[src/rtl/qr_result_collector.sv]
// ---------------------------------------------------------------------------
// qr_result_collector
//
// Receiving end of the QR_CORDIC output bus. A burst of ROWS consecutive rows
// (COLS signed W-bit elements each) is captured into an internal row store
// and then drained one element per accepted handshake over a valid/ready
// interface.
//
// Ports:
//   clk, rst      clock; asynchronous active-high reset
//   in_valid      QR_CORDIC out_valid, high in the cycle row 0 is presented
//   in_row        QR_CORDIC row bus, element j at [W*j+W-1 : W*j]
//   elem_valid    element available on elem_data / elem_idx
//   elem_ready    downstream accept (handshake = elem_valid & elem_ready)
//   elem_data     current element (bit-exact copy of the captured value)
//   elem_idx      COLS*row + col of the current element
//   busy          high while capturing or draining
//   done          one-cycle pulse after the last element is accepted
//   overflow      sticky: a burst arrived while a drain was in progress
//
// Optional feature (macro QR_COLLECT_LATCNT_EN):
//   start         clears and arms the latency counter
//   lat_cnt       cycles from start to burst arrival, saturating at 511
// ---------------------------------------------------------------------------
module qr_result_collector #(
    parameter int W    = 13,
    parameter int COLS = 4,
    parameter int ROWS = 8
) (
    input  logic              clk,
    input  logic              rst,
    input  logic              in_valid,
    input  logic [W*COLS-1:0] in_row,
    output logic              elem_valid,
    input  logic              elem_ready,
    output logic [W-1:0]      elem_data,
    output logic [4:0]        elem_idx,
    output logic              busy,
    output logic              done,
    output logic              overflow
`ifdef QR_COLLECT_LATCNT_EN
    ,
    input  logic              start,
    output logic [8:0]        lat_cnt
`endif
);

    localparam int ROW_W    = (ROWS > 1) ? $clog2(ROWS) : 1;
    localparam int COL_W    = (COLS > 1) ? $clog2(COLS) : 1;
    localparam int LAST_IDX = ROWS * COLS - 1;

    localparam logic [1:0] S_IDLE    = 2'd0;
    localparam logic [1:0] S_CAPTURE = 2'd1;
    localparam logic [1:0] S_DRAIN   = 2'd2;

    logic [W*COLS-1:0] row_buf [ROWS];

    logic [1:0]       state_reg;
    logic [ROW_W-1:0] row_cnt_reg;
    logic [4:0]       idx_reg;
    logic             elem_valid_reg;
    logic [W-1:0]     elem_data_reg;
    logic             done_reg;
    logic             overflow_reg;

    // ---------------- row store write port ----------------
    // Row 0 is written on the triggering edge in IDLE; CAPTURE then writes
    // every cycle unconditionally, so the burst is exactly ROWS cycles long.
    logic             wr_en;
    logic [ROW_W-1:0] wr_row;

    assign wr_en  = ((state_reg == S_IDLE) && in_valid) || (state_reg == S_CAPTURE);
    assign wr_row = (state_reg == S_CAPTURE) ? row_cnt_reg : '0;

    always_ff @(posedge clk) begin
        if (wr_en) begin
            row_buf[wr_row] <= in_row;
        end
    end

    // ---------------- row store read port ----------------
    // The address is the element that will be shown next: 0 when entering
    // DRAIN, idx+1 on an accepted handshake. The result lands in
    // elem_data_reg, so the read is registered.
    logic [4:0]        rd_idx_next;
    logic [ROW_W-1:0]  rd_row;
    logic [COL_W-1:0]  rd_col;
    logic [W*COLS-1:0] rd_word;
    logic [W-1:0]      rd_elems [COLS];
    logic [W-1:0]      rd_elem;

    always_comb begin
        rd_idx_next = 5'd0;
        if (state_reg == S_DRAIN) begin
            rd_idx_next = idx_reg + 5'd1;
        end
    end

    assign rd_row  = ROW_W'(rd_idx_next / COLS);
    assign rd_col  = COL_W'(rd_idx_next % COLS);
    assign rd_word = row_buf[rd_row];

    genvar gi;
    generate
        for (gi = 0; gi < COLS; gi++) begin : g_col
            assign rd_elems[gi] = rd_word[W*gi +: W];
        end
    endgenerate

    assign rd_elem = rd_elems[rd_col];

    // ---------------- control FSM ----------------
    always_ff @(posedge clk or posedge rst) begin
        if (rst) begin
            state_reg      <= S_IDLE;
            row_cnt_reg    <= '0;
            idx_reg        <= 5'd0;
            elem_valid_reg <= 1'b0;
            elem_data_reg  <= '0;
            done_reg       <= 1'b0;
            overflow_reg   <= 1'b0;
        end else begin
            done_reg <= 1'b0;
            case (state_reg)
                S_IDLE: begin
                    if (in_valid) begin
                        state_reg   <= S_CAPTURE;
                        row_cnt_reg <= ROW_W'(1);
                    end
                end
                S_CAPTURE: begin
                    if (row_cnt_reg == ROW_W'(ROWS - 1)) begin
                        state_reg      <= S_DRAIN;
                        row_cnt_reg    <= '0;
                        idx_reg        <= 5'd0;
                        elem_valid_reg <= 1'b1;
                        elem_data_reg  <= rd_elem;
                    end else begin
                        row_cnt_reg <= row_cnt_reg + 1'b1;
                    end
                end
                S_DRAIN: begin
                    // A new burst cannot be stored mid-drain: flag and drop it.
                    if (in_valid) begin
                        overflow_reg <= 1'b1;
                    end
                    if (elem_ready) begin
                        if (idx_reg == 5'(LAST_IDX)) begin
                            elem_valid_reg <= 1'b0;
                            done_reg       <= 1'b1;
                            state_reg      <= S_IDLE;
                        end else begin
                            idx_reg       <= idx_reg + 5'd1;
                            elem_data_reg <= rd_elem;
                        end
                    end
                end
                default: begin
                    state_reg <= S_IDLE;
                end
            endcase
        end
    end

    assign elem_valid = elem_valid_reg;
    assign elem_data  = elem_data_reg;
    assign elem_idx   = idx_reg;
    assign busy       = (state_reg != S_IDLE);
    assign done       = done_reg;
    assign overflow   = overflow_reg;

`ifdef QR_COLLECT_LATCNT_EN
    // ---------------- start-to-burst latency counter ----------------
    // The arrival edge itself is counted, so a burst N cycles after start
    // reads N; start together with the trigger reads 0.
    logic       trigger;
    logic       armed_reg;
    logic [8:0] lat_cnt_reg;

    assign trigger = (state_reg == S_IDLE) && in_valid;

    always_ff @(posedge clk or posedge rst) begin
        if (rst) begin
            armed_reg   <= 1'b0;
            lat_cnt_reg <= 9'd0;
        end else if (start) begin
            lat_cnt_reg <= 9'd0;
            armed_reg   <= !trigger;
        end else if (armed_reg) begin
            if (lat_cnt_reg != 9'd511) begin
                lat_cnt_reg <= lat_cnt_reg + 9'd1;
            end
            if (trigger) begin
                armed_reg <= 1'b0;
            end
        end
    end

    assign lat_cnt = lat_cnt_reg;
`endif

endmodule

[config.mk]
export PLATFORM = sky130hd
export DESIGN_NAME = qr_result_collector
export DESIGN_NICKNAME = d
export VERILOG_FILES = /design/src/rtl/qr_result_collector.sv
export SDC_FILE = /design/constraint.sdc
export NUM_CORES = 1
export LEC_CHECK = 0
export CAP_MARGIN = 20
export CORE_ASPECT_RATIO = 1.2
export CORE_MARGIN = 5
export CORE_UTILIZATION = 60
export CTS_CLUSTER_SIZE = 16
export DETAILED_ROUTE_END_ITERATION = 10
export PLACE_DENSITY = 0.79
export SYNTH_ARGS = -nofsm -noshare
export SYNTH_HDL_FRONTEND = slang
export SYNTH_SLANG_ARGS = --single-unit
export TNS_END_PERCENT = 50
[constraint.sdc]
create_clock -name clk -period 8.67 [get_ports clk]
set_input_delay 0.867 -clock clk [delete_from_list [all_inputs] [get_ports clk]]
set_output_delay 0.867 -clock clk [all_outputs]
set_load 0.005 [all_outputs]
### Floorplan with the power grid, run 1

Scale bar: 50 um. Pins as bars on the die edge.
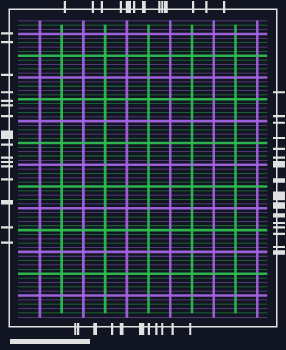
- VSS: purple
- VDD: green
- met1 rails: 69
- met4 straps: 11
largest vdd supply drop: 242 uV
overall die height: 197 um
Std-Cell Core Area: 28800 um^2
die extent in x: 166 um

### Cell classes on the final placement, run 1

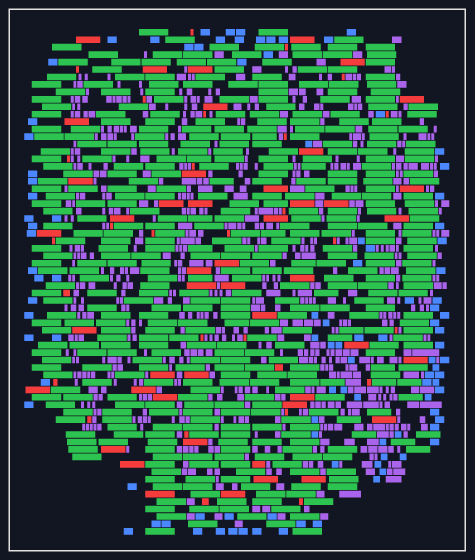
- sequential cells: green (cells 442; share of their area 67%)
- remaining logic cells: purple (cells 709; share of their area 21%)
- clock drivers and dummy loads: red (cells 74; share of their area 6.5%)
- remaining buffers and delay cells: blue (cells 102; share of their area 4.9%)

==> Table 3: Implementation characteristics, run 1 <==
Characteristics after synthesis and place and route

Parameter                              Value

Hold path
  Worst min-delay path category    register to register
  Worst Hold End    overflow

Placement
  Area of placed instances    approximately 19000 um^2
  Buffers on Ports    77
  Half-perimeter wire length after placement    23400 um
  Placed Instances    ~1600
  Placement Setup Slack    5.00 ns

Critical path
  Type of destination of the critical path    register
  Worst Setup Start Kind    register
  R2R Path End    elem_data[9]
  Worst setup path startpoint    elem_idx[0]
  Instance count on the critical path    10
  Required time worst endpoint    between 9 and 10 ns
  Peak per-stage delay on the critical path    approximately 0.58 ns
  R2R depth    10
  Maximum fanout along the worst path    66
  Slowest cell on the critical path    nand2_1
  Chain of cells forming the critical path    ha_1 -> and3_1 -> ha_1 -> buf_4 -> and3b_2 -> buf_4 -> nand2_1 -> a21oi_1 -> a2111oi_2 -> o22ai_1
  End of the critical path    elem_data[9]
  CP bufs+invs    2

Final layout
  Signal buffers    just over 100
  Number of non-clock inverters    15
  Multi-input gate area in the final layout    a little over 4000 um^2
  Synthesis-to-finish area growth    14.1%
  Total non-filler cell area in the finished layout    20000 um^2
  Fillers    ~1900
  Final non-filler cell total    about 1700
  Reg area    approximately 13000 um^2
  Count of sequential standard cells    ~440
  Layout non-clock buf frac    0.0479
  Ratio of cells with drive above 1 in the final layout    0.0912
  Max FFs per register    416
  Multi-input gate count    about 690
  Clock Buffer Count    around 56
  Most frequent logic cells in the routed design    edfxtp_1 (416), nand2_1 (269), a21oi_1 (92)
  Fraction of area in registers    0.658
  Final cell utilization of the core    0.695

Global route
  Met2 Track Usage GR    0.425
  Most congested layer reported by global routing    met2

Floorplan
  Row count    a little under 70
  FP Core Util    0.609
  IO Count    just under 80
  Chip footprint    around 33000 um^2
  Well tap count    385

Synth
  Post-synth EDFFs    around 420
  Yosys cell count    roughly 1200
  Most area-hungry cell type in the Yosys netlist    edfxtp_1
  Fraction of synthesized cell area in xor and xnor cells    0.00250
  Count of unique library cells instantiated by Yosys    approximately 54
  Adder-cell share of the synthesized area    0.00286
  Ao+oa area frac    0.104
  Seq cells post-synth    roughly 440
  Proportion of synthesized flip-flops having asynchronous set or reset    0.0588
  Synth Area per Inst    ~14 um^2
  Area fraction in and, or, nand and nor cells after synthesis    0.0974

Clock network
  Number of buffers added for setup after CTS    0
  Clock tree root buffer cell    clkbuf_16
  H-Tree Level Count    2
  Number of cells upsized or downsized after cts    0

Job
  MaxCap Viol Count    0
  Total tool warning count    26

Power
  Internal power summed over all cells    4.18 mW
  Overall Power    between 5 and 6 mW
  Leak    6.83 nW
  Reg power frac    0.522
  Portion of total power attributed to combinational logic    0.188
  Pwr dens    between 200 and 300 nW/um^2

Drt
  Via/cell ratio    6.38
  Overall via count from detail_route    roughly 11000
  Final routed wire length divided by cell count    24.2 um
  Tally of nets with antenna violations remaining after routing    0
  Violation count after the first detailed-routing iteration    1320
  DR WL met2    20900 um
  Total wirelength of the detailed-routed design    about 42000 um
  Final routed DRC violation total    0
  Iteration tally of the first detailed-router pass    5

Final timing
  Setup slack after layout    just under 5 ns
  Number of pins with negative max-slew slack in the final report    0
  Share of the cycle needed by the critical path after routing    0.434
  Actual slew at the worst max-slew pin    1.11 ns
  Clock period minus worst slack    between 3 and 4 ns
  Highest achievable clock rate    ~0.27 GHz
  Hold violation total from the final report    0
  Worst-case headroom to the max-slew limit    0.262

Status
  Outcome    complete, no violations
### Clock wires, drivers and flops, run 1

Scale bar: 50 um.
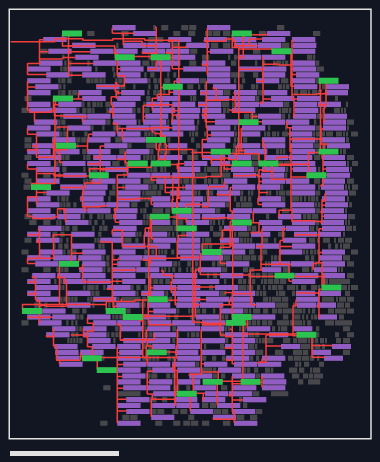
- flip-flops: purple (count 442)
- clock-net drivers: green (count 41)
- clock wires: red (length 4190 um)
- routed clock nets: 42
Clk network pwr share: 0.290
Latency at later pin: 0.53 ns
Clk. pwr: 1.70 mW
Worst Skew: 0.0129 ns

==> run 1: cells in the mapped netlist, drive strengths merged (9+ instances only) <==
master	n
a2111oi	13
a21oi	94
a221oi	26
a22oi	20
a31oi	19
a32oi	9
and3	49
buf	33
clkbuf	44
dfrtp	26
edfxtp	416
inv	15
mux2i	25
nand2	269
nand3	26
o211ai	9
o21ai	28
o221ai	10
o22ai	37
==> run 1: power by group through the flow <==
stage	sequential, mW	combinational [mW]	clock, mW
finish	3.06	1.10	1.70
global route	3.09	1.19	1.80
CTS	3.05	1.10	1.72
detailed placement	3.09	1.09	0
global placement	3.07	1.06	0
floorplan	3.06	0.639	0
==> run 2: changes to the inputs <==
--- a/config.mk
+++ b/config.mk
@@ -8,10 +8,10 @@
 export CAP_MARGIN = 20
 export CORE_ASPECT_RATIO = 1.2
 export CORE_MARGIN = 5
-export CORE_UTILIZATION = 60
+export CORE_UTILIZATION = 54
 export CTS_CLUSTER_SIZE = 16
 export DETAILED_ROUTE_END_ITERATION = 10
-export PLACE_DENSITY = 0.79
+export PLACE_DENSITY = 0.75
 export SYNTH_ARGS = -nofsm -noshare
 export SYNTH_HDL_FRONTEND = slang
 export SYNTH_SLANG_ARGS = --single-unit
==> constraint.sdc (replaced) <==
create_clock -name clk -period 3.3 [get_ports clk]
set_input_delay 0.33 -clock clk [delete_from_list [all_inputs] [get_ports clk]]
set_output_delay 0.33 -clock clk [all_outputs]
set_load 0.005 [all_outputs]
### Routed metal, one color a layer, run 2

Scale bar: 50 um.
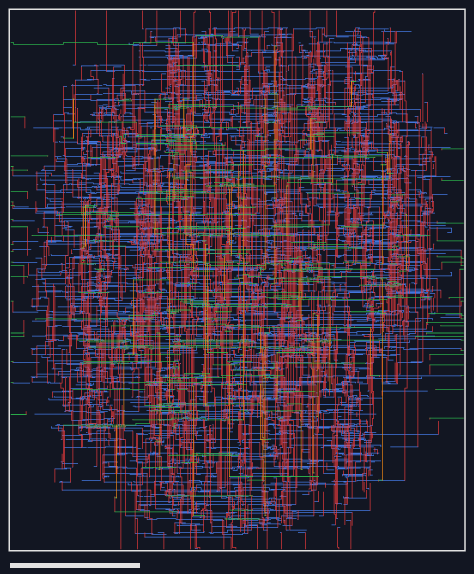
- M4: orange (wire length 1610 um)
- M1: blue (wire length 17000 um)
- M3: green (wire length 3550 um)
- M2: red (wire length 21.5 mm)
gr usage total: 0.239
total wirelength of the detailed-routed design: 43700 um
final routed wire length divided by cell count: 24.8 um
overall via count from detail_route: 11100

==> Table 3: Implementation characteristics, run 2 <==
Characteristics after synthesis and place and route

Parameter                              Value

Status
  Outcome    complete, no violations

Final layout
  Ratio of cells with drive above 1 in the final layout    0.109 (+0.0174)
  Synthesis-to-finish area growth    16.4%
  Clock Buffer Count    61 (+8.9%)
  Multi-input gate area in the final layout    4090 um^2 (+0.43%)
  Most frequent logic cells in the routed design    edfxtp_1 (416), nand2_1 (269), a21oi_1 (92)
  Fillers    2277 (+19%)
  Signal buffers    128 (+25%)
  Fraction of area in registers    0.644 (-0.0132)
  Number of non-clock inverters    15 (unchanged)
  Layout non-clock buf frac    0.0651 (+0.0172)
  Final cell utilization of the core    0.634 (-0.0608)
  Total non-filler cell area in the finished layout    20400 um^2 (+2.0%)
  Max FFs per register    416 (unchanged)

Floorplan
  FP Core Util    0.545 (-0.0645)
  Die extent in x    174 um (+5.1%)
  IO Count    78 (unchanged)
  Row count    72 (+5.9%)
  Std-Cell Core Area    32200 um^2 (+12%)

Synth
  Seq cells post-synth    442 (unchanged)
  Yosys cell count    1228 (unchanged)
  Ao+oa area frac    0.104 (unchanged)
  Synth Area per Inst    14.3 um^2 (unchanged)
  Area fraction in and, or, nand and nor cells after synthesis    0.0974 (unchanged)
  Count of unique library cells instantiated by Yosys    54 (unchanged)
  Most area-hungry cell type in the Yosys netlist    edfxtp_1
  Adder-cell share of the synthesized area    0.00286 (unchanged)
  Proportion of synthesized flip-flops having asynchronous set or reset    0.0588 (unchanged)

Critical path
  Slowest cell on the critical path    dfrtp_1
  Worst setup path startpoint    elem_idx[1]
  Chain of cells forming the critical path    ha_1 -> and3_1 -> ha_1 -> and3b_2 -> buf_4 -> nand2_1 -> nand3_1 -> a21oi_1 -> or3_1 -> o22ai_1
  Peak per-stage delay on the critical path    0.44 ns (-0.14 ns)
  Maximum fanout along the worst path    34 (-48%)

Drt
  Tally of nets with antenna violations remaining after routing    0 (unchanged)
  Final routed DRC violation total    0 (unchanged)
  DR WL met2    21500 um (+3.0%)

Placement
  Buffers on Ports    77 (unchanged)
  Half-perimeter wire length after placement    25600 um (+9.6%)
  Placement Setup Slack    0.224 ns (-4.78 ns)

Job
  MaxCap Viol Count    0 (unchanged)

Power
  Overall Power    15.6 mW (+170%)
  Largest vdd supply drop    540 uV (+120%)
  Pwr dens    766 nW/um^2 (+160%)

Final timing
  Hold violation total from the final report    0 (unchanged)
  Clock period minus worst slack    3.07 ns (-0.699 ns)
  Share of the cycle needed by the critical path after routing    0.929 (+0.495)
  Number of pins with negative max-slew slack in the final report    0 (unchanged)
  Actual slew at the worst max-slew pin    1.09 ns (-0.0163 ns)
  Worst-case headroom to the max-slew limit    0.270 (+0.00727)

Clock network
  Clock tree root buffer cell    clkbuf_16
  Number of buffers added for setup after CTS    0 (unchanged)
  Latency at later pin    0.56 ns (+0.03 ns)

Hold path
  Worst min-delay path category    primary input to async pin
### Clock wiring as the flow saved it, run 2

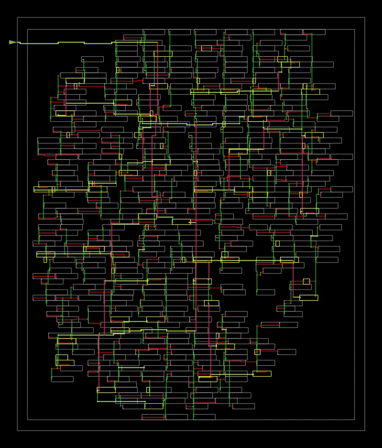
Worst Skew: 0.0181 ns
total clock sinks: 442
total clock buffers created by CTS: 42
count of sequential standard cells: 442

==> run 2: worst paths after layout <==
| check | to | slack (ns) | depth (start not counted) |
|---|---|---|---|
| max | elem_data[7] | 0.23 | 10 |
| min | elem_data[3] | 0.18 | 3 |
| max reg2reg | elem_data[7] | 0.23 | 10 |
| min reg2reg | overflow | 0.51 | 1 |
| max in group asynchronous | elem_data[9] | 2.83 | 3 |
| min in group clk | done | 0.44 | 3 |
==> run 2: report_power, final <==
| part | leakage, nW | internal [mW] | switching (mW) |
|---|---|---|---|
| logic | 2.25 | 1.06 | 2.15 |
| registers | 4.14 | 7.50 | 0.490 |
| clock network | 0.612 | 2.47 | 1.96 |
| total | 7.00 | 11.0 | 4.60 |
==> run 3: changes to the inputs <==
--- a/config.mk
+++ b/config.mk
@@ -11,6 +11,7 @@
 export CORE_UTILIZATION = 54
 export CTS_CLUSTER_SIZE = 16
 export DETAILED_ROUTE_END_ITERATION = 10
+export MAX_ROUTING_LAYER = met4
 export PLACE_DENSITY = 0.75
 export SYNTH_ARGS = -nofsm -noshare
 export SYNTH_HDL_FRONTEND = slang
### Cell classes on the final placement, run 3

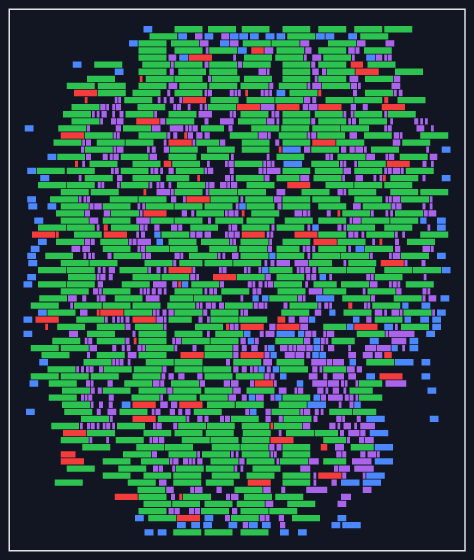
- remaining buffers and delay cells: blue (cells 128; share of their area 6.7%)
- sequential cells: green (cells 442; share of their area 66%)
- clock drivers and dummy loads: red (cells 75; share of their area 6.4%)
- remaining logic cells: purple (cells 709; share of their area 21%)
Std-Cell Core Area: 32200 um^2
final cell utilization of the core: 0.634
row count: 72

==> Table 3: Implementation characteristics, run 3 <==
Characteristics after synthesis and place and route

Parameter                              Value

Clock network
  Clock tree root buffer cell    clkbuf_16
  Number of buffers added for setup after CTS    0 (unchanged)
  Total clock buffers created by CTS    42 (unchanged)
  Clock transition at the registers of the reported paths    around 0.06 ns
  Latency at later pin    0.56 ns (about the same)
  Total clock sinks    442 (unchanged)

Final layout
  Layout non-clock buf frac    0.0651 (unchanged)
  Signal buffers    128 (unchanged)
  Synthesis-to-finish area growth    16.4% (unchanged)
  Number of non-clock inverters    15 (unchanged)
  Most frequent logic cells in the routed design    edfxtp_1 (416), nand2_1 (269), a21oi_1 (92)
  Ratio of cells with drive above 1 in the final layout    0.109 (unchanged)
  Max FFs per register    416 (unchanged)
  Antenna Diode Count    0
  Reg area    13100 um^2
  Count of sequential standard cells    442 (unchanged)
  Multi-input gate count    694
  Fillers    2277 (unchanged)
  Clock Buffer Count    61 (unchanged)
  Multi-input gate area in the final layout    4090 um^2 (unchanged)
  Fraction of area in registers    0.644 (unchanged)
  Total non-filler cell area in the finished layout    20400 um^2 (unchanged)

Power
  Biggest consumer    registers
  Pwr dens    767 nW/um^2 (about the same)
  Largest vdd supply drop    543 uV (+0.60%)
  Overall Power    15.6 mW (about the same)
  Sequential group power    7.99 mW (about the same)
  Portion of total power attributed to combinational logic    0.205 (about the same)
  Internal power summed over all cells    11.0 mW (about the same)
  Clk. pwr    4.44 mW (about the same)
  Clk network pwr share    0.284 (about the same)
  Sw frac    0.294 (about the same)
  Combinational group power    3.21 mW (about the same)
  Switching power    4.60 mW (about the same)
  Reg power frac    0.511 (about the same)

Drt
  DR WL met2    21600 um (+0.42%)
  Tally of nets with antenna violations remaining after routing    0 (unchanged)
  Final routed DRC violation total    0 (unchanged)
  Final routed wire length divided by cell count    24.9 um (+0.34%)
  Via/cell ratio    6.31
  Total wirelength of the detailed-routed design    43800 um (+0.34%)
  Overall via count from detail_route    11100 (+0.23%)
  Iteration tally of the first detailed-router pass    5

Final timing
  Worst-case headroom to the max-slew limit    0.275 (+0.00533)
  Worst Skew    0.0197 ns (+0.00157 ns)
  Clock period minus worst slack    3.09 ns (+0.0197 ns)
  Number of pins with negative max-slew slack in the final report    0 (unchanged)
  Share of the cycle needed by the critical path after routing    0.935 (+0.00598)
  Hold violation total from the final report    0 (unchanged)
  Actual slew at the worst max-slew pin    1.08 ns (-0.00796 ns)

Floorplan
  Die extent in x    174 um (unchanged)
  Well tap count    between 400 and 500
  FP Core Util    0.545 (unchanged)
  IO Count    78 (unchanged)

Critical path
  R2R depth    10 (unchanged)
  Crit path top cell by count    ha_1
  Worst setup path startpoint    elem_idx[1]
  Type of destination of the critical path    register
  Maximum fanout along the worst path    34 (unchanged)
  FF-to-FF setup slack    0.21 ns (-0.02 ns)
  Slowest cell on the critical path    dfrtp_1
  Peak per-stage delay on the critical path    0.44 ns (about the same)
  Chain of cells forming the critical path    ha_1 -> and3_1 -> ha_1 -> and3b_2 -> buf_4 -> nand2_1 -> nand3_1 -> a21oi_1 -> or3_1 -> o22ai_1
  R2R Path End    elem_data[7]

Global route
  Met2 Track Usage GR    0.395
  Gr usage total    0.246 (+0.00704)
  Congestion Overflow GR    0
  Fraction of met3 tracks used by global routing    0.0353

Hold path
  Worst min-delay path category    primary input to async pin

Synth
  Yosys cell count    1228 (unchanged)
  Seq cells post-synth    442 (unchanged)
  Most area-hungry cell type in the Yosys netlist    edfxtp_1
  Count of mapped cells out of synthesis    approximately 1200
  Area of the synthesized netlist per yosys stat    roughly 18000 um^2
  Proportion of synthesized flip-flops having asynchronous set or reset    0.0588 (unchanged)
  Synth Area per Inst    14.3 um^2 (unchanged)

Placement
  Buffers on Ports    77 (unchanged)
  Half-perimeter wire length after placement    25600 um (unchanged)
  Placement Setup Slack    0.224 ns (unchanged)

Status
  Outcome    complete, no violations
### Clock wires, drivers and flops, run 3

Scale bar: 50 um.
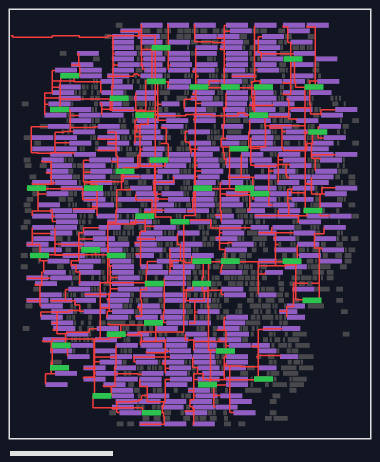
- clock-net drivers: green (count 42)
- clock wires: red (length 4380 um)
- flip-flops: purple (count 442)
- routed clock nets: 43

run 3: kinds of logic (layout without fill, tap and decap cells):
family,count (synthesis),in the layout,synth area share
xor+xnor,5,5,0.00250
compound gates,272,272,0.104
fa+ha+maj,4,4,0.00286
flops,442,442,0.750
simple gates,383,383,0.0974
mux,30,30,0.0191
buf+inv,92,218,0.0235
run 3: how the worst max path moves through the flow:
stage / slack, ns / depth (start not counted) / endpoint
6_report: 0.21 / 10 / elem_data[7]
5_1_grt: 0.05 / 10 / elem_data[10]
4_1_cts: 0.24 / 10 / elem_data[7]
3_5_place_dp: 0.22 / 10 / elem_data[7]
3_3_place_gp: 0.36 / 10 / elem_data[7]
2_1_floorplan: -1.60 / 4 / row_buf[3][0]
Power is estimated from default activity; no workload was simulated.
